File: src/rtl/motor_driver.sv
// Two-wheel motor driver: shared PWM with soft ramp up/down, a dead-time
// gap before any direction change, and a level-sensitive emergency stop.
//
//   state     | meaning
//   ----------+---------------------------------------------------------
//   IDLE      | no drive, duty 0, waiting for a non-STOP command
//   RAMP_UP   | duty climbs by RAMP_STEP per PWM period towards DUTY_MAX
//   RUN       | duty held at DUTY_MAX in the latched direction
//   RAMP_DOWN | duty falls by RAMP_STEP per PWM period towards 0
//   DEAD      | zero drive for DEAD_CYCLES cycles before returning to IDLE
module motor_driver #(
  parameter int unsigned PWM_PERIOD  = 1000,
  parameter int unsigned DUTY_MAX    = 800,
  parameter int unsigned RAMP_STEP   = 50,
  parameter int unsigned DEAD_CYCLES = 5000
) (
  input  logic        CLOCK_50,
  input  logic        reset,
  input  logic [4:0]  motor_state,
  input  logic        overwrite,
  output logic        pwm_l,
  output logic        pwm_r,
  output logic        dir_l,
  output logic        dir_r,
  output logic [15:0] duty,
  output logic [2:0]  drive_state,
  output logic        busy
);

  localparam logic [15:0] PCNT_LAST = 16'(PWM_PERIOD - 1);
  localparam logic [15:0] DUTY_TOP  = 16'(DUTY_MAX);
  localparam logic [15:0] STEP      = 16'(RAMP_STEP);
  // A zero dead time still spends one cycle in DEAD so the counter compare stays simple.
  localparam logic [15:0] DEAD_LAST = (DEAD_CYCLES > 0) ? 16'(DEAD_CYCLES - 1) : 16'd0;

  typedef enum logic [2:0] {
    S_IDLE      = 3'd0,
    S_RAMP_UP   = 3'd1,
    S_RUN       = 3'd2,
    S_RAMP_DOWN = 3'd3,
    S_DEAD      = 3'd4
  } state_t;

  state_t      state_q;
  logic [15:0] pcnt_q;
  logic [15:0] duty_q;
  logic [15:0] dead_cnt_q;
  logic        dir_l_q;
  logic        dir_r_q;
  logic        busy_q;
  logic        pwm_l_q;
  logic        pwm_r_q;

  logic        wrap;
  logic        tgt_valid_d;
  logic [1:0]  tgt_dir_d;
  logic        tgt_match;
  logic [16:0] up_sum;
  logic [15:0] duty_up_d;
  logic [15:0] duty_dn_d;
  logic        drive_en_d;

  assign wrap = (pcnt_q == PCNT_LAST);

  // Decode the robot command into a {dir_l, dir_r} target; unknown codes mean STOP.
  always_comb begin
    tgt_valid_d = 1'b1;
    tgt_dir_d   = 2'b11;
    case (motor_state)
      5'd1:    tgt_dir_d = 2'b11;
      5'd2:    tgt_dir_d = 2'b01;
      5'd3:    tgt_dir_d = 2'b10;
      default: tgt_valid_d = 1'b0;
    endcase
  end

  // STOP never matches, so it always pulls a moving motor into RAMP_DOWN.
  assign tgt_match = tgt_valid_d && (tgt_dir_d == {dir_l_q, dir_r_q});

  // Saturating ramp arithmetic; the 17-bit sum keeps the clamp correct near 16'hFFFF.
  always_comb begin
    up_sum    = {1'b0, duty_q} + {1'b0, STEP};
    duty_up_d = (up_sum >= {1'b0, DUTY_TOP}) ? DUTY_TOP : up_sum[15:0];
    duty_dn_d = (duty_q > STEP) ? (duty_q - STEP) : 16'd0;
  end

  // PWM compare is only honoured in the driving states and is killed by overwrite at once.
  always_comb begin
    drive_en_d = 1'b0;
    if (!overwrite &&
        (state_q == S_RAMP_UP || state_q == S_RUN || state_q == S_RAMP_DOWN)) begin
      drive_en_d = (pcnt_q < duty_q);
    end
  end

  // Free-running PWM period counter.
  always_ff @(posedge CLOCK_50 or posedge reset) begin
    if (reset) begin
      pcnt_q <= 16'd0;
    end else if (wrap) begin
      pcnt_q <= 16'd0;
    end else begin
      pcnt_q <= pcnt_q + 16'd1;
    end
  end

  // Registered wheel enables; both wheels share one duty, steering comes from dir.
  always_ff @(posedge CLOCK_50 or posedge reset) begin
    if (reset) begin
      pwm_l_q <= 1'b0;
      pwm_r_q <= 1'b0;
    end else begin
      pwm_l_q <= drive_en_d;
      pwm_r_q <= drive_en_d;
    end
  end

  // Drive sequencing FSM: duty, latched direction, dead-time counter and busy flag.
  always_ff @(posedge CLOCK_50 or posedge reset) begin
    if (reset) begin
      state_q    <= S_IDLE;
      duty_q     <= 16'd0;
      dead_cnt_q <= 16'd0;
      dir_l_q    <= 1'b1;
      dir_r_q    <= 1'b1;
      busy_q     <= 1'b0;
    end else if (overwrite) begin
      // Counter is held at zero so the dead time starts when overwrite drops.
      state_q    <= S_DEAD;
      duty_q     <= 16'd0;
      dead_cnt_q <= 16'd0;
      busy_q     <= 1'b1;
    end else begin
      case (state_q)
        S_IDLE: begin
          duty_q <= 16'd0;
          if (tgt_valid_d) begin
            // The only place direction may change: nothing is driving here.
            {dir_l_q, dir_r_q} <= tgt_dir_d;
            state_q            <= S_RAMP_UP;
            busy_q             <= 1'b1;
          end
        end
        S_RAMP_UP: begin
          if (!tgt_match) begin
            state_q <= S_RAMP_DOWN;
          end else if (wrap) begin
            duty_q <= duty_up_d;
            if (duty_up_d == DUTY_TOP) begin
              state_q <= S_RUN;
              busy_q  <= 1'b0;
            end
          end
        end
        S_RUN: begin
          if (!tgt_match) begin
            state_q <= S_RAMP_DOWN;
            busy_q  <= 1'b1;
          end
        end
        S_RAMP_DOWN: begin
          if (tgt_match) begin
            state_q <= S_RAMP_UP;
          end else if (wrap) begin
            duty_q <= duty_dn_d;
            if (duty_dn_d == 16'd0) begin
              state_q    <= S_DEAD;
              dead_cnt_q <= 16'd0;
            end
          end
        end
        S_DEAD: begin
          if (dead_cnt_q >= DEAD_LAST) begin
            state_q    <= S_IDLE;
            dead_cnt_q <= 16'd0;
            busy_q     <= 1'b0;
          end else begin
            dead_cnt_q <= dead_cnt_q + 16'd1;
          end
        end
        default: begin
          state_q    <= S_IDLE;
          duty_q     <= 16'd0;
          dead_cnt_q <= 16'd0;
          busy_q     <= 1'b0;
        end
      endcase
    end
  end

  assign pwm_l       = pwm_l_q;
  assign pwm_r       = pwm_r_q;
  assign dir_l       = dir_l_q;
  assign dir_r       = dir_r_q;
  assign duty        = duty_q;
  assign drive_state = state_q;
  assign busy        = busy_q;

endmodule

File: config.mk
export PLATFORM = sky130hd
export DESIGN_NAME = motor_driver
export DESIGN_NICKNAME = d
export VERILOG_FILES = /design/src/rtl/motor_driver.sv
export SDC_FILE = /design/constraint.sdc
export NUM_CORES = 1
export LEC_CHECK = 0
export CORE_MARGIN = 2
export CORE_UTILIZATION = 40
export DETAILED_ROUTE_END_ITERATION = 10
export GPL_TIMING_DRIVEN = 0
export PLACE_DENSITY = 0.58
export SLEW_MARGIN = 20
export SYNTH_ARGS = -nofsm -noshare
export SYNTH_HDL_FRONTEND = slang
export SYNTH_SLANG_ARGS = --single-unit
export TNS_END_PERCENT = 20
File: constraint.sdc
create_clock -name CLOCK_50 -period 2.86 [get_ports CLOCK_50]
set_input_delay 0.286 -clock CLOCK_50 [delete_from_list [all_inputs] [get_ports CLOCK_50]]
set_output_delay 0.286 -clock CLOCK_50 [all_outputs]
set_load 0.02 [all_outputs]
==> images/clocks.png <==
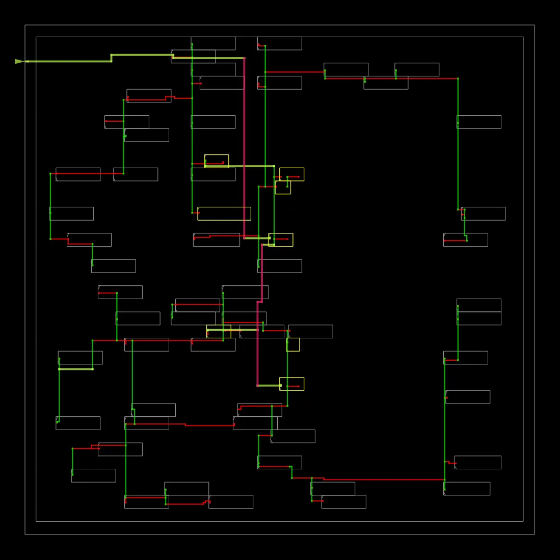
clock buffers: 5
worst-case clock skew: 0.0124 ns
Num CTS Buffers: 5
Sink Count: 55

==> images/layer_met1.png <==
The bar under the picture is 20 um long. Supply wires on this layer in gray.
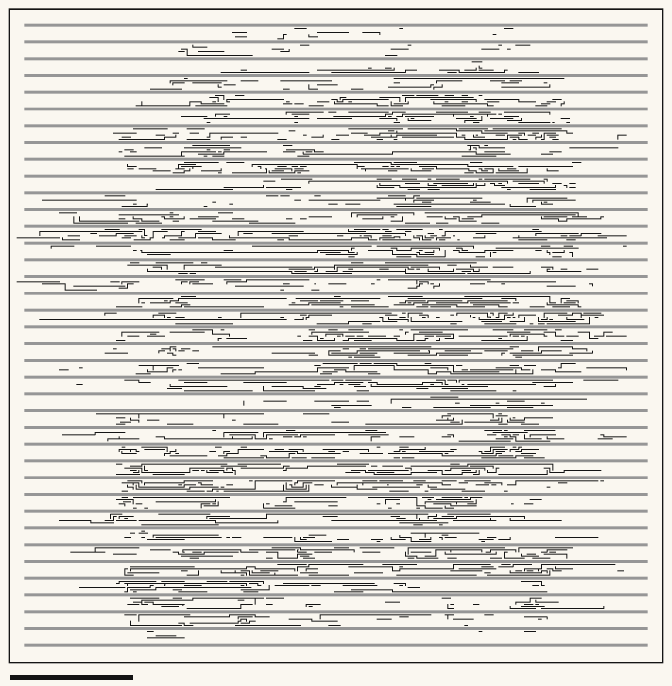
longest straight run = 40.0 um
wire length on this layer = 5350 um
main direction = horizontal
nets with wire on the layer = 498

==> GITHUB_STEP_SUMMARY <==
## Synthesis and layout report

| Metric | Value |
|---|---|
| CP max stage cell | or4_4 |
| Largest cell class | multi-input combinational cells |
| Die area | 11200 um2 |
| Fmax | 0.360 GHz |
| Vias per cell | 5.81 |
| Place WS | -0.213 ns |
| Max incr delay on CP | 0.57 ns |
| Fin Hold WS | 0.175 ns |
| Sequential cell fraction of total power | 32.3% |
| Synth-to-layout area growth | 17.7% |
| Relative slew slack | 57.9% |
| Status | finished clean |
| Chip height | 106 um |
| Internal Power | 1.69 mW |
| Yosys cell count | 466 |
| Leakage power | 2.00 nW |
| Met2 Track Usage GR | 33.7% |
| Final core occ | 47.9% |
| Row count | 37 |
| Setup bufs post-CTS | 4 |
| DR iter-0 viols | 189 |
| Combinational cell fraction of total power | 48.5% |
| FFs w/ async S/R, synth | 100% |
| Terminus of the critical flop-to-flop path | drive_state[0] |
| CP Max Fanout | 8 |
| Core ar. | 10200 um2 |
| Fillers | 977 |
| Flops & latches, synth | 55 |
| Comb area share | 53.0% |
| Area reported by Yosys stat | 4150 um2 |
| Flop share of the area | 28.3% |
| Mapped Nets | 494 |
| # diodes | 0 |
| Initial antenna violation count | 0 |
| Synth Instances | 466 |
| Synth Cell Area | 4150 um2 |
| Yosys warns | 0 |
| Hold WC Path Type | in -> async |
| DRT met1 WL | 5350 um |
| Vias in the first global route | 3713 |
| Drt wl/cell | 17.4 um |
| Number of cells on the critical path | 9 |
| Most frequent cell after synthesis | dfrtp_1 |
| Number of I/O pins | 32 |
| Final instance area | 4880 um2 |
| Clk tree area frac | 2.36% |
| And+or+nand+nor area frac | 25.2% |
| NonClk Buf Share | 11.3% |
| Library cells used by synthesis | 78 |
| WS Path Type | reg -> reg |
| Starting density of the core | 40.7% |
| Reg2reg start | duty[2] |
| Area share, top type | 32.0% |
| Placed instance area | 4650 um2 |
| Synth cell count leaders | 53 x dfrtp_1, 32 x nand2_1, 30 x nor2_1 |
| Worst Slack Setup Final | 0.0793 ns |
| Number of OpenROAD warnings | 28 |
| First-pass GRT wire length | 18800 um |
| Die W | 106 um |
| IR Drop Worst-Case VDD | 0.269 mV |
| Bufs and invs on worst path | 1 |
| Post-DRT Antenna Nets | 0 |
| Comb gates | 362 |
| Clk Latency, worst-skew pair | 0.32 ns |
| Pwr/cell area | 593 nW/um2 |
| Well Taps | 136 |
| Routability cong. | 0.839 |
| Final setup fails | 0 |
| Max-cap viol count | 0 |
==> power by group through the flow <==
| stage | sequential [mW] | combinational (mW) | clock, mW |
|---|---|---|---|
| floorplan | 1.02 | 0.804 | 0 |
| global placement | 0.964 | 1.24 | 0 |
| detailed placement | 0.965 | 1.26 | 0 |
| finish | 0.935 | 1.41 | 0.555 |
| global route | 0.946 | 1.53 | 0.613 |
| CTS | 0.935 | 1.33 | 0.578 |
==> flip-flops by register name (all words and copies together) (netlist names) <==
| name | flops |
|---|---|
| duty | 16 |
| busy | 1 |
| pwm_r | 1 |
| pcnt_q | 16 |
| dir_l | 1 |
| drive_state | 3 |
| dead_cnt_q | 16 |
| dir_r | 1 |
Power is estimated from default activity; no workload was simulated.
